**Run 1: clock wires, drivers and flops**

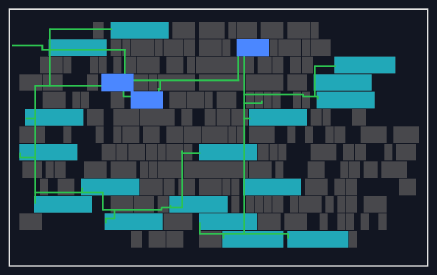
**Run 1: cells by drive strength**

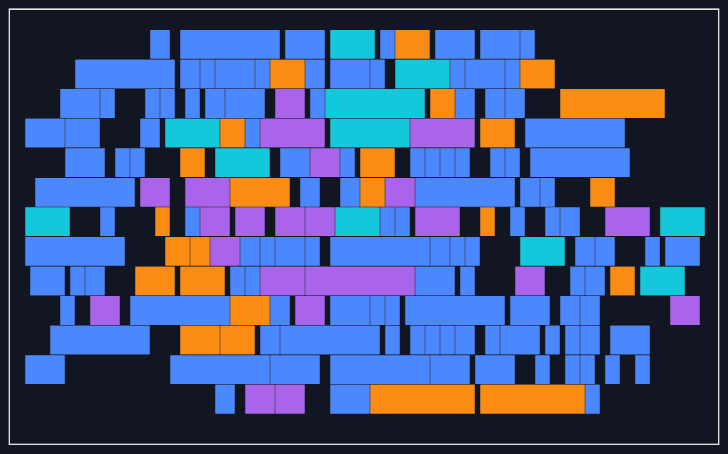
**Run 1: selected gate families**

Bar = 20 µm.
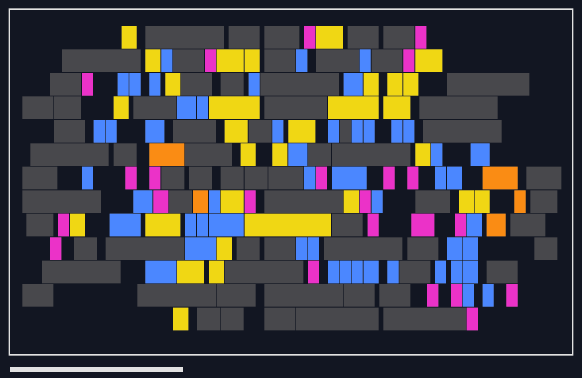
<file path="src/rtl/crc8_frame_tx.sv">
// Serial frame transmitter: shifts bytes out MSB-first at the bit_en rate and
// optionally appends the 8-bit CRC held by an external crc8 block, which this
// module clears, feeds and reads back.
module crc8_frame_tx #(
  parameter bit CRC_EN   = 1'b1,
  parameter bit IDLE_BIT = 1'b1
) (
  input  logic       clk,
  input  logic       rst,
  input  logic       bit_en,
  input  logic [7:0] s_data,
  input  logic       s_valid,
  input  logic       s_last,
  output logic       s_ready,
  output logic       tx_bit,
  output logic       tx_active,
  output logic       tx_frame_end,
  output logic       crc_clr,
  output logic       crc_shift,
  output logic       crc_in,
  input  logic [7:0] crc
);

  typedef enum logic [1:0] {S_IDLE, S_DATA, S_GAP, S_CRC} state_t;

  state_t     state_q, state_d;
  logic [7:0] sr_q, sr_d;
  logic [2:0] cnt_q, cnt_d;
  logic       lst_q, lst_d;
  logic       tx_bit_q, tx_bit_d;
  logic       active_q, active_d;
  logic       fe_q, fe_d;

  // State and datapath registers; reset aborts any frame in flight.
  always_ff @(posedge clk or posedge rst) begin
    if (rst) begin
      state_q  <= S_IDLE;
      sr_q     <= '0;
      cnt_q    <= '0;
      lst_q    <= 1'b0;
      tx_bit_q <= IDLE_BIT;
      active_q <= 1'b0;
      fe_q     <= 1'b0;
    end else begin
      state_q  <= state_d;
      sr_q     <= sr_d;
      cnt_q    <= cnt_d;
      lst_q    <= lst_d;
      tx_bit_q <= tx_bit_d;
      active_q <= active_d;
      fe_q     <= fe_d;
    end
  end

  // Next-state, handshake and crc8 control. crc8 samples crc_in on the same
  // edge that registers the data bit, so its value is final once we reach S_CRC.
  always_comb begin
    state_d   = state_q;
    sr_d      = sr_q;
    cnt_d     = cnt_q;
    lst_d     = lst_q;
    tx_bit_d  = tx_bit_q;
    active_d  = active_q;
    fe_d      = 1'b0;
    s_ready   = 1'b0;
    crc_clr   = 1'b0;
    crc_shift = 1'b0;
    crc_in    = 1'b0;

    case (state_q)
      S_IDLE: begin
        s_ready = 1'b1;
        crc_clr = 1'b1;
        // Once the final bit has been held for its bit time, fall back to idle level.
        if (bit_en) tx_bit_d = IDLE_BIT;
        if (s_valid) begin
          sr_d     = s_data;
          lst_d    = s_last;
          cnt_d    = 3'd0;
          active_d = 1'b1;
          state_d  = S_DATA;
        end
      end

      S_DATA: begin
        if (bit_en) begin
          crc_shift = 1'b1;
          crc_in    = sr_q[7];
          tx_bit_d  = sr_q[7];
          sr_d      = {sr_q[6:0], 1'b0};
          cnt_d     = cnt_q + 3'd1;
          if (cnt_q == 3'd7) begin
            if (lst_q) begin
              if (CRC_EN) begin
                state_d = S_CRC;
              end else begin
                fe_d     = 1'b1;
                active_d = 1'b0;
                state_d  = S_IDLE;
              end
            end else begin
              // Next byte may load on the same strobe as the last bit: no gap.
              s_ready = 1'b1;
              if (s_valid) begin
                sr_d  = s_data;
                lst_d = s_last;
                cnt_d = 3'd0;
              end else begin
                state_d = S_GAP;
              end
            end
          end
        end
      end

      S_GAP: begin
        // Upstream underrun: pad with idle level, crc8 holds.
        s_ready = 1'b1;
        if (bit_en) tx_bit_d = IDLE_BIT;
        if (s_valid) begin
          sr_d    = s_data;
          lst_d   = s_last;
          cnt_d   = 3'd0;
          state_d = S_DATA;
        end
      end

      S_CRC: begin
        if (bit_en) begin
          tx_bit_d = crc[3'd7 - cnt_q];
          cnt_d    = cnt_q + 3'd1;
          if (cnt_q == 3'd7) begin
            fe_d     = 1'b1;
            active_d = 1'b0;
            state_d  = S_IDLE;
          end
        end
      end

      default: state_d = S_IDLE;
    endcase
  end

  assign tx_bit       = tx_bit_q;
  assign tx_active    = active_q;
  assign tx_frame_end = fe_q;

endmodule
</file>
<file path="config.mk">
export PLATFORM = sky130hd
export DESIGN_NAME = crc8_frame_tx
export DESIGN_NICKNAME = d
export VERILOG_FILES = /design/src/rtl/crc8_frame_tx.sv
export SDC_FILE = /design/constraint.sdc
export NUM_CORES = 1
export LEC_CHECK = 0
export ABC_AREA = 1
export CORE_ASPECT_RATIO = 0.6
export CORE_UTILIZATION = 42
export DETAILED_ROUTE_END_ITERATION = 8
export PLACE_DENSITY_LB_ADDON = 0.3
export SYNTH_ARGS = -nofsm -noshare
export SYNTH_HDL_FRONTEND = slang
export SYNTH_SLANG_ARGS = --single-unit
</file>
<file path="constraint.sdc">
create_clock -name clk -period 1.5 [get_ports clk]
set_clock_uncertainty 0.15 [all_clocks]
set_input_delay 0.15 -clock clk [delete_from_list [all_inputs] [get_ports clk]]
set_output_delay 0.15 -clock clk [all_outputs]
set_load 0.03 [all_outputs]
</file>
==> metrics.yaml, run 1 <==
outcome: "finished, violations left"
violations: "negative setup slack"
nNetsFinal: 200
tool_warnings: 30
area_leaders: "dfrtp_1 (40%), nand2_1 (14%), inv_1 (7.8%), o21ai_0 (6.5%), a21oi_1 (5.0%)"
lay_top_count: "nand2_1"
final.setup.tns_ns: -0.947
logic_gate_count: 88
cp-end-kind: "output port"
xor_share_pct: 0
worstSetupStartpointType: "register"
fin_ws_ns: -0.122
pg_seq_mw: 0.882
comb_area_share_pct: 34.3
p_clk_share_pct: 11.8
ant_nets: 0
grt.met2_usage_pct: 37.0
initial_core_util_pct: 45.4
clock_area_share_pct: 2.85
dpl-instance-area_mm2: 0.00138
setup_viol: 13
synth-seq-cells: 17
routedWlPerCell_um: 13.8
largest_register_ffs: 8
arrival_ns: 1.32
clkTransAtPathRegs_ns: 0.07
finalCoreUtilization_pct: 71.4
rsz0062_at_grt: "yes"
p_leak_nw: 0.786
top_area_cell: "dfrtp_1"
area_share_nonclk_buffers_pct: 27.5
simple_gate_area_share_pct: 23.9
synth_area_per_cell_um2: 7.67
internal_power_mw: 1.64
flop_cell: "dfrtp_1"
grt_max_degree: 18
layout-drive-gt1-share_pct: 32.4
layout.cells.non_filler: 206
ys_top_logic_family: "simple AND/OR/NAND/NOR gates"
r2r_slack_ns: -0.11
cts-root-buf: "clkbuf_8"
die_y_um: 39.9
hold_slack_ns: 0.0573
sh_seq_area_pct: 27.2
hold_viol_final: 0
cts_buffers: 3
seq_area_frac_synth_pct: 42.5
reg_top3: "sr_q x8, cnt_q x3, state_q x2"
p_switching_mw: 1.32
first_iter_violations: 23
yosys-stat-cells: 131
timing.rr.start: "cnt_q[1]$_DFFE_PP0P_"
pre_cts_ws_ns: -0.181
worst_slew_pin_slew_ns: 0.385
largest_register: "sr_q"
p_clk_mw: 0.350
core-area_mm2: 0.00221
yosys.area_share.adder_pct: 2.49
wl_met1_um: 1360
power_leader: "combinational cells"
grt_overflow: 0
port_buffers: 27
slew_violations: 0
Back to the opening pictures, 'clock wires, drivers and flops':
Key: blue = cells driving clock nets [count 3]; green = clock wires [length 228 µm]; cyan = flip-flops [count 17]
There are 4 routed clock nets.

Back to the opening pictures, 'cells by drive strength':
Key: cyan = drive 6 and up [cells 11, share 6.3%, most used buf_6]; purple = drive 3 to 4 [cells 22, share 13%, most used buf_4]; blue = drive 1 or less [cells 119, share 68%, most used nand2_1]; orange = drive 2 [cells 24, share 14%, most used nand2_2]

Back to the opening pictures, 'selected gate families':
Key: orange = NOR gates [cells 5]; blue = NAND gates [cells 51]; yellow = inverting AOI/OAI gates [cells 30]; magenta = inverters [cells 23, where all over the die]

==> run 1 -> run 2 <==
- CORE_ASPECT_RATIO: 0.6 -> 0.9
- CORE_UTILIZATION: 42 -> 44
- CTS_BUF_LIST: default -> sky130_fd_sc_hd__clkbuf_4
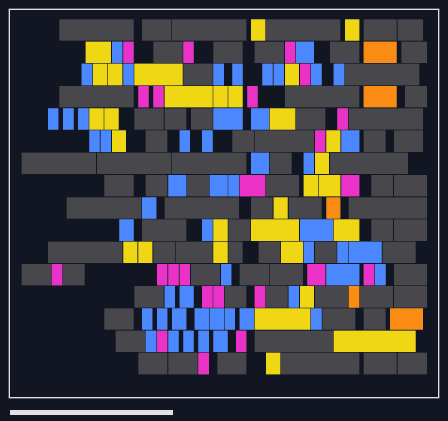
**Above:** run 2 (selected gate families).
Bar = 20 µm.
Key: blue = NAND gates [cells 51]; orange = NOR gates [cells 5]; yellow = inverting AOI/OAI gates [cells 30]; magenta = inverters [cells 23]

==> run 2 against run 1 <==
Net effect:
- sequential power fell by 3.5%
- wire length rose by 9.0%
- hold slack worse by 0.064 ns
- core utilization rose by 5.0 points
- highest routed layer unchanged
- critical path type unchanged
- critical endpoint unchanged
- synthesized cell count did not move
- the run ends with negative hold slack, negative setup slack left
- total power rose by 4.7%
==> metrics.yaml, run 2 <==
fin_area_mm2: 0.00165
routedWlPerCell_um: 14.6  # +6.0%
ys_async_sr_fraction_pct: 100
synth_area_per_cell_um2: 7.67  # unchanged
comb_area_share_pct: 33.4  # -0.90 points
dr.pass1.iters: 5
grt.met2_usage_pct: 48.4  # +11 points
largest_register: "sr_q"
clock_area_share_pct: 1.67  # -1.2 points
die_y_um: 47.3  # +19%
cp-end-kind: "output port"
cts-root-buf: "clkbuf_4"
yosys.area_share.adder_pct: 2.49  # unchanged
area_leaders: "dfrtp_1 (40%), nand2_1 (14%), inv_1 (7.8%), o21ai_0 (6.5%), a21oi_1 (5.0%)"
dpl-instance-area_mm2: 0.00141  # +1.9%
fin_ws_ns: -0.331  # -0.209 ns
ant_nets: 0  # unchanged
wl_met1_um: 1190  # -13%
p_clk_mw: 0.265  # -24%
sh_seq_area_pct: 26.1  # -1.1 points
largest_register_ffs: 8  # unchanged
worstSetupStartpointType: "register"
p_clk_share_pct: 8.5  # -3.3 points
finalCoreUtilization_pct: 76.4  # +5.0 points
rsz0062_at_grt: "yes"
core-area_mm2: 0.00216  # -2.3%
dr_wl_met3_um: 96
xor_share_pct: 0  # unchanged
worst_slew_pin_slew_ns: 0.332  # -0.0528 ns
synth-seq-cells: 17  # unchanged
mux_share_pct: 0
top_area_cell: "dfrtp_1"
inverters: 23
cts_buffers: 3  # unchanged
setup_viol: 13  # unchanged
power_frac_comb_pct: 64.0
hold_slack_ns: -0.00704  # -0.0643 ns
p_leak_nw: 0.821  # +4.5%
reg_top3: "sr_q x8, cnt_q x3, state_q x2"
io_pins: 28
slew_violations: 0  # unchanged
final.setup.tns_ns: -0.834  # +0.113 ns
hold_viol_final: 16  # +16
seq_area_frac_synth_pct: 42.5  # unchanged
port_buffers: 27  # unchanged
pg_seq_mw: 0.851  # -3.5%
area_share_nonclk_buffers_pct: 31.0  # +3.5 points
tool_warnings: 30  # unchanged
n_tap_cell: 27
simple_gate_area_share_pct: 23.9  # unchanged
grt_overflow: 0  # unchanged
timing.rr.start: "state_q[0]$_DFFE_PP0P_"
internal_power_mw: 1.70  # +3.9%
yosys-stat-cells: 131  # unchanged
lay_top_count: "nand2_1"
p_switching_mw: 1.39  # +5.7%
outcome: "finished, violations left"
ys_top_logic_family: "simple AND/OR/NAND/NOR gates"
first_iter_violations: 22  # -4.3%
power_leader: "combinational cells"
violations: "negative hold slack, negative setup slack"
clkTransAtPathRegs_ns: 0.11  # +0.04 ns
logic_gate_count: 88  # unchanged
nNetsFinal: 209  # +4.5%
layout-drive-gt1-share_pct: 35.7  # +3.3 points
initial_core_util_pct: 46.5  # +1.1 points
layout.cells.non_filler: 212  # +2.9%
flop_cell: "dfrtp_1"
worstPathRequired_ns: 1.20
Power and IR drop assume default switching activity.
